[src/rtl/spi_audio_pkg.sv]
// Shared definitions for the three-wire audio link (sclk / mosi / active).
// The transmitter uses them, and the receiving end takes WORD_W from here
// so that both ends agree on the word size.
package spi_audio_pkg;

    localparam int WORD_W = 16;
    localparam int BIT_W  = $clog2(WORD_W);

    typedef enum logic [1:0] {
        IDLE,
        SHIFT_LO,
        SHIFT_HI,
        TRAIL
    } tx_state_t;

endpackage

[src/rtl/audio_tx_fifo.sv]
// Synchronous input FIFO for the audio transmitter.
// Ports:
//   clk_25mhz, reset : clock and asynchronous active-high reset
//   push, wr_data    : write request and data; ignored when full
//   pop, rd_data     : read request and head-of-queue data (show-ahead)
//   full, empty      : status flags, derived from the registered occupancy
//   level            : current occupancy, 0..DEPTH
module audio_tx_fifo #(
    parameter int WIDTH = 16,
    parameter int DEPTH = 4
) (
    input  logic                       clk_25mhz,
    input  logic                       reset,
    input  logic                       push,
    input  logic [WIDTH-1:0]           wr_data,
    input  logic                       pop,
    output logic [WIDTH-1:0]           rd_data,
    output logic                       full,
    output logic                       empty,
    output logic [$clog2(DEPTH+1)-1:0] level
);

    localparam int AW = $clog2(DEPTH);
    localparam int LW = $clog2(DEPTH + 1);

    logic [WIDTH-1:0] mem [DEPTH];
    logic [AW-1:0]    wr_ptr;
    logic [AW-1:0]    rd_ptr;
    logic             do_push;
    logic             do_pop;

    assign full    = (level == LW'(DEPTH));
    assign empty   = (level == '0);
    assign do_push = push && !full;
    assign do_pop  = pop && !empty;
    assign rd_data = mem[rd_ptr];

    // Storage needs no reset: the pointers and level define what is valid.
    always_ff @(posedge clk_25mhz) begin
        if (do_push) begin
            mem[wr_ptr] <= wr_data;
        end
    end

    // DEPTH is a power of two, so the pointers wrap naturally.
    always_ff @(posedge clk_25mhz or posedge reset) begin
        if (reset) begin
            wr_ptr <= '0;
            rd_ptr <= '0;
            level  <= '0;
        end else begin
            if (do_push) begin
                wr_ptr <= wr_ptr + AW'(1);
            end
            if (do_pop) begin
                rd_ptr <= rd_ptr + AW'(1);
            end
            case ({do_push, do_pop})
                2'b10:   level <= level + LW'(1);
                2'b01:   level <= level - LW'(1);
                default: level <= level;
            endcase
        end
    end

endmodule

[src/rtl/spi_audio_tx.sv]
// Serial transmitter for 16-bit audio words. Words are queued through a
// valid/ready port and shifted out MSB first on a self-generated sclk.
// mosi only moves on sclk falling edges, so the receiver samples on rising
// edges. Words that are queued back-to-back stream under one active frame.
// Ports:
//   clk_25mhz, reset   : clock and asynchronous active-high reset
//   enable             : allows new words to start; a word in flight always finishes
//   s_data, s_valid    : input word and its valid flag
//   s_ready            : FIFO not full
//   sclk_out, mosi_out : serial clock (idles low) and serial data
//   active_out         : frame-enable line to the receiver
//   busy               : FSM not in IDLE
//   word_done          : one-cycle pulse on the final falling edge of each word
//   fifo_level         : FIFO occupancy
//
// state    | meaning
// ---------+-------------------------------------------------------------
// IDLE     | no frame; sclk low, active low; waits for enable and a word
// SHIFT_LO | sclk low half-period; mosi holds the current bit
// SHIFT_HI | sclk high half-period; the receiver has sampled the bit
// TRAIL    | sclk low, mosi low, active still high for one half-period
module spi_audio_tx
    import spi_audio_pkg::*;
#(
    parameter int CLK_DIV    = 4,
    parameter int FIFO_DEPTH = 4
) (
    input  logic                            clk_25mhz,
    input  logic                            reset,
    input  logic                            enable,
    input  logic [WORD_W-1:0]               s_data,
    input  logic                            s_valid,
    output logic                            s_ready,
    output logic                            sclk_out,
    output logic                            mosi_out,
    output logic                            active_out,
    output logic                            busy,
    output logic                            word_done,
    output logic [$clog2(FIFO_DEPTH+1)-1:0] fifo_level
);

    localparam int HW = $clog2(CLK_DIV);
    localparam logic [HW-1:0]    HCNT_MAX = HW'(CLK_DIV - 1);
    localparam logic [BIT_W-1:0] LAST_BIT = BIT_W'(WORD_W - 1);

    tx_state_t         state;
    logic [HW-1:0]     hcnt;
    logic [BIT_W-1:0]  bcnt;
    logic [WORD_W-1:0] shreg;

    logic [WORD_W-1:0] fifo_rd_data;
    logic              fifo_full;
    logic              fifo_empty;
    logic              fifo_pop;
    logic              hcnt_tc;
    logic              last_fall;

    audio_tx_fifo #(
        .WIDTH (WORD_W),
        .DEPTH (FIFO_DEPTH)
    ) u_fifo (
        .clk_25mhz (clk_25mhz),
        .reset     (reset),
        .push      (s_valid),
        .wr_data   (s_data),
        .pop       (fifo_pop),
        .rd_data   (fifo_rd_data),
        .full      (fifo_full),
        .empty     (fifo_empty),
        .level     (fifo_level)
    );

    assign s_ready   = !fifo_full;
    assign busy      = (state != IDLE);
    assign hcnt_tc   = (hcnt == '0);
    assign last_fall = (state == SHIFT_HI) && hcnt_tc && (bcnt == LAST_BIT);

    // A word is popped either to open a frame or to chain onto the word
    // finishing this cycle, so the new MSB appears on the same falling edge.
    assign fifo_pop = enable && !fifo_empty && ((state == IDLE) || last_fall);

    // The shift register MSB is the mosi flop; clearing it idles mosi low.
    assign mosi_out = shreg[WORD_W-1];

    always_ff @(posedge clk_25mhz or posedge reset) begin
        if (reset) begin
            state      <= IDLE;
            hcnt       <= '0;
            bcnt       <= '0;
            shreg      <= '0;
            sclk_out   <= 1'b0;
            active_out <= 1'b0;
            word_done  <= 1'b0;
        end else begin
            word_done <= 1'b0;
            case (state)
                IDLE: begin
                    sclk_out   <= 1'b0;
                    active_out <= 1'b0;
                    if (fifo_pop) begin
                        shreg      <= fifo_rd_data;
                        active_out <= 1'b1;
                        hcnt       <= HCNT_MAX;
                        bcnt       <= '0;
                        state      <= SHIFT_LO;
                    end
                end
                SHIFT_LO: begin
                    if (hcnt_tc) begin
                        sclk_out <= 1'b1;
                        hcnt     <= HCNT_MAX;
                        state    <= SHIFT_HI;
                    end else begin
                        hcnt <= hcnt - HW'(1);
                    end
                end
                SHIFT_HI: begin
                    if (hcnt_tc) begin
                        sclk_out <= 1'b0;
                        hcnt     <= HCNT_MAX;
                        state    <= SHIFT_LO;
                        if (bcnt == LAST_BIT) begin
                            word_done <= 1'b1;
                            if (fifo_pop) begin
                                shreg <= fifo_rd_data;
                                bcnt  <= '0;
                            end else begin
                                shreg <= '0;
                                state <= TRAIL;
                            end
                        end else begin
                            shreg <= {shreg[WORD_W-2:0], 1'b0};
                            bcnt  <= bcnt + BIT_W'(1);
                        end
                    end else begin
                        hcnt <= hcnt - HW'(1);
                    end
                end
                TRAIL: begin
                    if (hcnt_tc) begin
                        active_out <= 1'b0;
                        state      <= IDLE;
                    end else begin
                        hcnt <= hcnt - HW'(1);
                    end
                end
                default: state <= IDLE;
            endcase
        end
    end

endmodule
[config.mk]
export PLATFORM = sky130hd
export DESIGN_NAME = spi_audio_tx
export DESIGN_NICKNAME = d
export VERILOG_FILES = /design/src/rtl/spi_audio_pkg.sv /design/src/rtl/audio_tx_fifo.sv /design/src/rtl/spi_audio_tx.sv
export SDC_FILE = /design/constraint.sdc
export NUM_CORES = 1
export LEC_CHECK = 0
export CORE_ASPECT_RATIO = 1.75
export CORE_MARGIN = 5
export CORE_UTILIZATION = 58
export CTS_BUF_LIST = sky130_fd_sc_hd__clkbuf_2
export CTS_CLUSTER_DIAMETER = 40
export DETAILED_ROUTE_END_ITERATION = 7
export DONT_BUFFER_PORTS = 1
export PLACE_DENSITY = 0.79
export SYNTH_ARGS = -nofsm -noshare
export SYNTH_HDL_FRONTEND = slang
export SYNTH_SLANG_ARGS = --single-unit
[constraint.sdc]
create_clock -name clk_25mhz -period 3.5 [get_ports clk_25mhz]
set_input_delay 0.875 -clock clk_25mhz [delete_from_list [all_inputs] [get_ports clk_25mhz]]
set_output_delay 0.875 -clock clk_25mhz [all_outputs]
set_load 0.005 [all_outputs]
==> flow_summary.toml, run 1 <==
# yosys + openroad results
[outcome]
run_status = "finished, final reports clean"

[global_routing]
grt.met3_usage_pct = 5.37
grt-busiest-layer = "met2"
grt.overflow.total = 0
groute.layer.met1.usage_pct = 20.0
grt_start_max_net_pins = 35
gr-usage-met2_pct = 28.3

[yosys]
postSynthCellCount = 284
synth-seq-cells = 98
synth.most_common_cell = "sky130_fd_sc_hd__edfxtp_1"
count_of_flip_flops_with_a_built_in_enable_after_synthesis = 64
yosys-top-cells-area = "sky130_fd_sc_hd__edfxtp_1 (45%), sky130_fd_sc_hd__dfrtp_1 (20%), sky130_fd_sc_hd__mux4_2 (7.9%)"
mappedNetlistNets = 318
largest_area_cell = "sky130_fd_sc_hd__edfxtp_1"
netlist.area_leader.share_pct = 45.2
ys.flop_type = "sky130_fd_sc_hd__edfxtp_1"
yosysCellCount = 284
syn-mean-instance-area_sq_um = 15.0
syn_area_sq_um = 4250

[cells_and_area]
mostFrequentLayoutCell = "sky130_fd_sc_hd__edfxtp_1"
n_sequential_cell = 98
largest_reg_flops = 64
largestRegisters = "u_fifo.mem (64), shreg (16), bcnt (4)"
n_fill_cell = 559
area.share.sequential_pct = 62.9
area.share.combinational_pct = 28.6
num-nonclk-inverters = 30
most-common-layout-cells = "sky130_fd_sc_hd__edfxtp_1 (64), sky130_fd_sc_hd__nand2_1 (35), sky130_fd_sc_hd__dfrtp_1 (34)"
post_layout_nonfiller_instances = 376
num-multi-input-gates = 144
synthToLayoutAreaGrowth_pct = 3.59
layout.area.comb_sq_um = 1260
share_of_final_layout_standard_cells_stronger_than_drive_strength_1_pct = 14.1
n_clock_buffer = 10

[cts]
cts_hold_buf = 0
post_cts.repair.setup_buffers = 0
clk_pin_slew_worst_paths_ns = 0.25
tritoncts = "built"
cts_max_path_buffers = 2
ctsHtreeMaxLevel = 3

[worst_setup_path]
cp-startpoint = "state[1]"
crit_path_top_delay_cell = "sky130_fd_sc_hd__dfrtp_1"
timing.setup.critical_path_class = "flip-flop to output pin"
critical_path.endpoint = "busy"
worst_ep_required_time_ns = 2.62
ff2ff_path_depth = 11
critical-path-max-stage-delay_ns = 0.50
kind_of_cell_adding_the_most_delay_to_the_critical_path = "flip-flops"
regToRegSetupSlack_ns = 1.01

[timing]
finalHoldViolations = 0
rsz0062_at_grt = "false"
fmax_mhz = 392
whs_ns = 0.268
timing.setup.tns_ns = 0
timing.final.crit_share_pct = 72.9
relSlewSlack_pct = 32.5

[power_and_ir_drop]
vdd_ir_drop_max_mv = 0.466
p_sw_uw = 1260
cell_internal_pwr_uw = 2360
power_clock_uw = 592
top_power_group = "registers"
switching_share_pct = 34.9
power.sequential.fraction_pct = 50.1
clkPwrFrac_pct = 16.3
pwr.group.combinational_uw = 1220
leakage_uw = 0.00170

[route]
drt_iter0_markers = 117
drt-wirelength-per-cell_microns = 18.0
met3WireLength_microns = 273
maxUsedRoutingLayer = "met4"
drt_first_pass_iters = 4
drc = 0

[run]
number_of_warning_messages_in_the_logs = 34
max_cap_viol_count = 0

[floorplanning]
die_area_sq_um = 9210
well_tap_cell_count = 86
num_io_pins = 29
core_util_floorplan_pct = 59.2

[placed_design]
globalplace.congestion = 0.857
dpl_cells = 360
port_buffers = 0

[min_path]
min_path_type = "primary input to asynchronous set/reset pin"
[run 1: metrics by stage]
stage	worst slack (ns)	area [sq um]
final	0.948	4410
after CTS	0.888	4410
after global routing	0.755	4410
after global placement	0.927	4270
after detailed placement	0.861	4270
after floorplan	1.16	4250
[run 1: kinds of logic (layout without fill, tap and decap cells)]
| kind of cell | count (synthesis) | in the layout | synth area share (%) |
|---|---|---|---|
| flops | 98 | 98 | 65.2 |
| mux | 20 | 20 | 9.56 |
| fa+ha+maj | 14 | 14 | 4.30 |
| xor+xnor | 6 | 6 | 1.24 |
| simple gates | 65 | 65 | 7.00 |
| compound gates | 39 | 39 | 7.50 |
| buf+inv | 42 | 48 | 5.21 |
### Cell classes on the final placement, run 1

Bar = 20 microns.
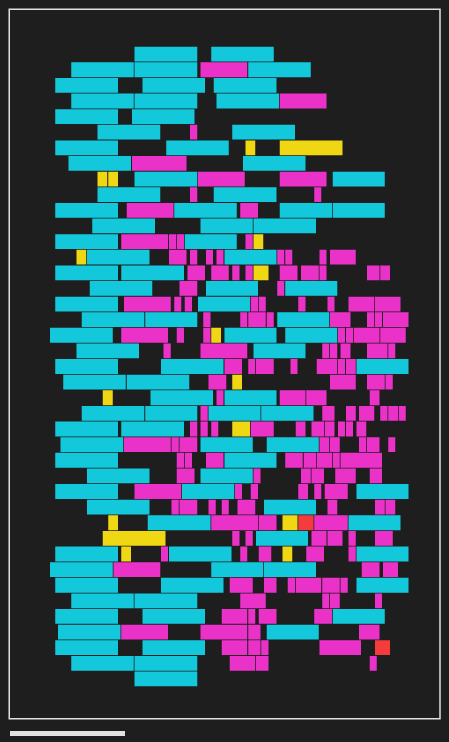
legend:
  sequential cells:
    color: cyan
    cells: 98
  clock drivers and dummy loads:
    color: yellow
    cells: 16
  remaining logic cells:
    color: magenta
    cells: 174
  remaining buffers and delay cells:
    color: red
    cells: 2
count of standard-cell rows: 41
Final Core Density: 61.3%
final instance area: 4410 sq um

### Selected gate families, run 1

Bar = 20 microns.
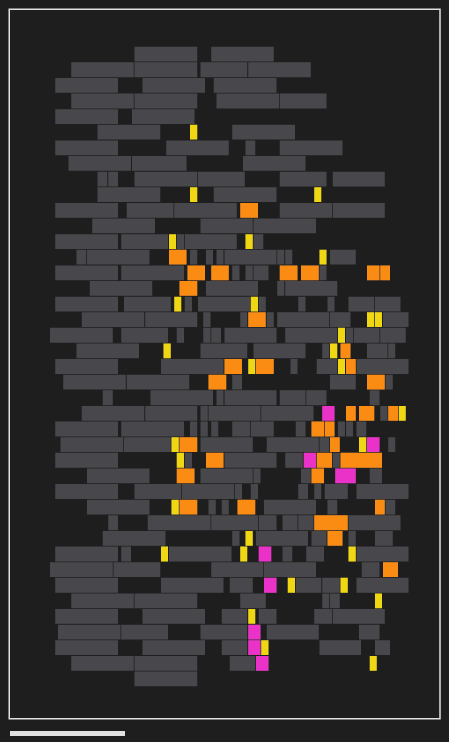
legend:
  aoi and oai cells:
    color: orange
    cells: 34
  inv cells:
    color: yellow
    cells: 30
  and/or cells:
    color: magenta
    cells: 9
    where: bottom center

### Power grid, run 1

Pins as bars on the die edge. Tap cells in gray.
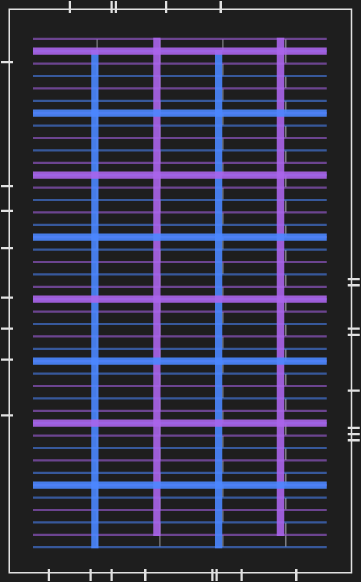
legend:
  VDD:
    color: purple
  VSS:
    color: blue
met4 straps: 4
met1 rails: 42
met5 straps: 8
signal pins: 29
Core Region: 7180 sq um
Die Ht: 123 microns
Die Span X: 74.7 microns

==> inputs of run 2 (changes only) <==
--- a/config.mk
+++ b/config.mk
@@ -12,7 +12,7 @@
 export CTS_CLUSTER_DIAMETER = 40
 export DETAILED_ROUTE_END_ITERATION = 7
 export DONT_BUFFER_PORTS = 1
-export PLACE_DENSITY = 0.79
+export PLACE_DENSITY = 0.81
 export SYNTH_ARGS = -nofsm -noshare
 export SYNTH_HDL_FRONTEND = slang
 export SYNTH_SLANG_ARGS = --single-unit
==> constraint.sdc (replaced) <==
create_clock -name clk_25mhz -period 2.3 [get_ports clk_25mhz]
set_input_delay 0.575 -clock clk_25mhz [delete_from_list [all_inputs] [get_ports clk_25mhz]]
set_output_delay 0.575 -clock clk_25mhz [all_outputs]
set_load 0.005 [all_outputs]
### Power grid, run 2

Pins as bars on the die edge. Tap cells in gray.
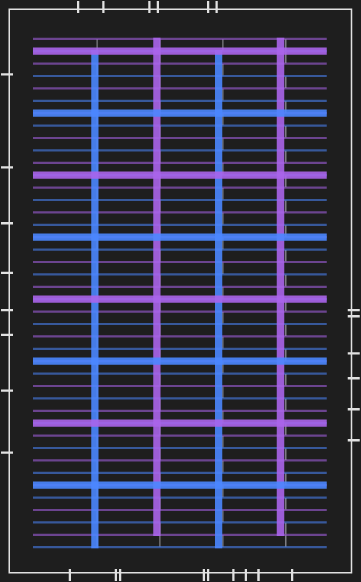
legend:
  VDD:
    color: purple
  VSS:
    color: blue
rows: 41
met5 straps: 8
met1 rails: 42

### Cell classes on the final placement, run 2

Bar = 20 microns.
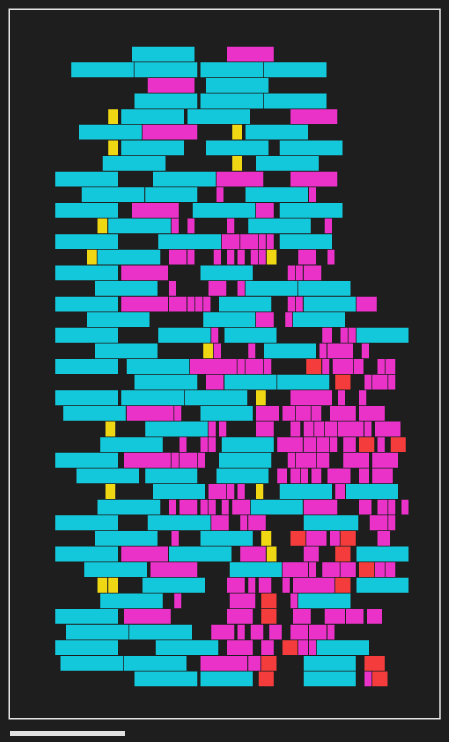
legend:
  sequential cells:
    color: cyan
    cells: 98
  remaining buffers and delay cells:
    color: red
    cells: 16
  clock drivers and dummy loads:
    color: yellow
    cells: 16
  remaining logic cells:
    color: magenta
    cells: 174

### Clock nets, run 2

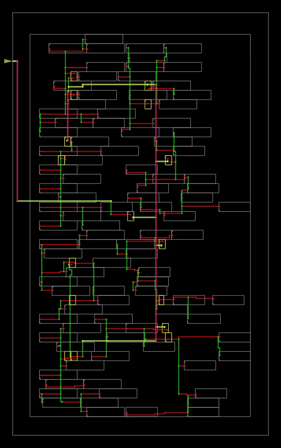
registers: 98
Clock Buffer Count: 15

==> run 2 against run 1 <==
Combinational power grew 73%. Hold slack lost 0.16 ns. First-iteration DRC count down 4.3%. Flip-flop count is the same. Utilization increased by 0.71 points. Sequential power increased by 43%. Critical path depth grew 1. Synthesized cell count unchanged. Wire length down 0.27%. Power grew 49%.
==> flow_summary.toml, run 2 <==
# yosys + openroad results
[yosys]
ys_sh_mux_pct = 9.56
ys_sh_adder_pct = 4.30
post_synthesis_compound_gate_area_fraction_pct = 7.50
postSynthCellCount = 284
ys.flop_type = "sky130_fd_sc_hd__edfxtp_1"
yosysCellCount = 284
largest_area_cell = "sky130_fd_sc_hd__edfxtp_1"
syn_area_sq_um = 4250
syn-mean-instance-area_sq_um = 15.0

[cells_and_area]
largest_reg_flops = 64
layout.cell_area.non_filler_sq_um = 4460
post_layout_nonfiller_instances = 390
n_fill_cell = 549
final_core_utilization_pct = 62.1
synthToLayoutAreaGrowth_pct = 4.80
most-common-layout-cells = "sky130_fd_sc_hd__edfxtp_1 (64), sky130_fd_sc_hd__nand2_1 (34), sky130_fd_sc_hd__dfrtp_1 (33)"
layout.area.comb_sq_um = 1260

[power_and_ir_drop]
leakage_uw = 0.00176
top_power_group = "registers"
vdd_ir_drop_max_mv = 0.498
power.sequential.fraction_pct = 48.5
clkPwrFrac_pct = 12.3
p_sw_uw = 1890

[floorplanning]
count_of_standard_cell_rows = 41
fp.coreArea_sq_um = 7180
die_area_sq_um = 9210
num_io_pins = 29
die-width_microns = 74.7

[global_routing]
grt.met3_usage_pct = 4.96
grt_start_max_net_pins = 35
grt.overflow.total = 0

[min_path]
min_path_type = "primary input to flip-flop"

[timing]
timing.final.crit_share_pct = 93.9
relSlewSlack_pct = 61.0
timing.setup.tns_ns = 0
rsz0062_at_grt = "false"

[placed_design]
post_place_cell_area_sq_um = 4360
detailedPlace.worstSlack_ns = 0.0605
globalplace.congestion = 0.829
port_buffers = 0

[worst_setup_path]
critical-path-max-stage-delay_ns = 0.46
kind_of_cell_adding_the_most_delay_to_the_critical_path = "flip-flops"
ff2ff_path_depth = 10

[route]
met3WireLength_microns = 260
drt-wirelength-per-cell_microns = 17.3
drc = 0

[cts]
ctsHtreeMaxLevel = 3
cts_max_path_buffers = 2
tritoncts = "built"

[run]
number_of_warning_messages_in_the_logs = 34
max_cap_viol_count = 0

[outcome]
run_status = "finished, final reports clean"
run 2: cell types whose count changed in the layout (fill, tap and decap cells not counted), sizes merged:
| cell | delta |
|---|---|
| clkbuf | +5 |
| dlygate4sd3 | +1 |
| bufinv | -2 |
| buf | +13 |
| inv | -1 |
| clkinvlp | -2 |
run 2: what timing repair did:
item / in CTS / in global routing
hold buffers: 1 / 0
gates resized: 0 / 2
setup buffers: 1 / 0
hold endpoints to repair: 34 / 0
setup endpoints to repair: 1 / 2
run 2: cell type report:
class / count / area share (%)
Clock buffer: 15 / 1.68
Clock inverter: 1 / 0.0842
Timing Repair Buffer: 16 / 2.75
Sequential cell: 98 / 62.2
Inverter: 30 / 2.53
Multi-Input combinational cell: 144 / 28.3
Tap cell: 86 / 2.41
No activity file was given, so power comes from the tool's default toggle rates.
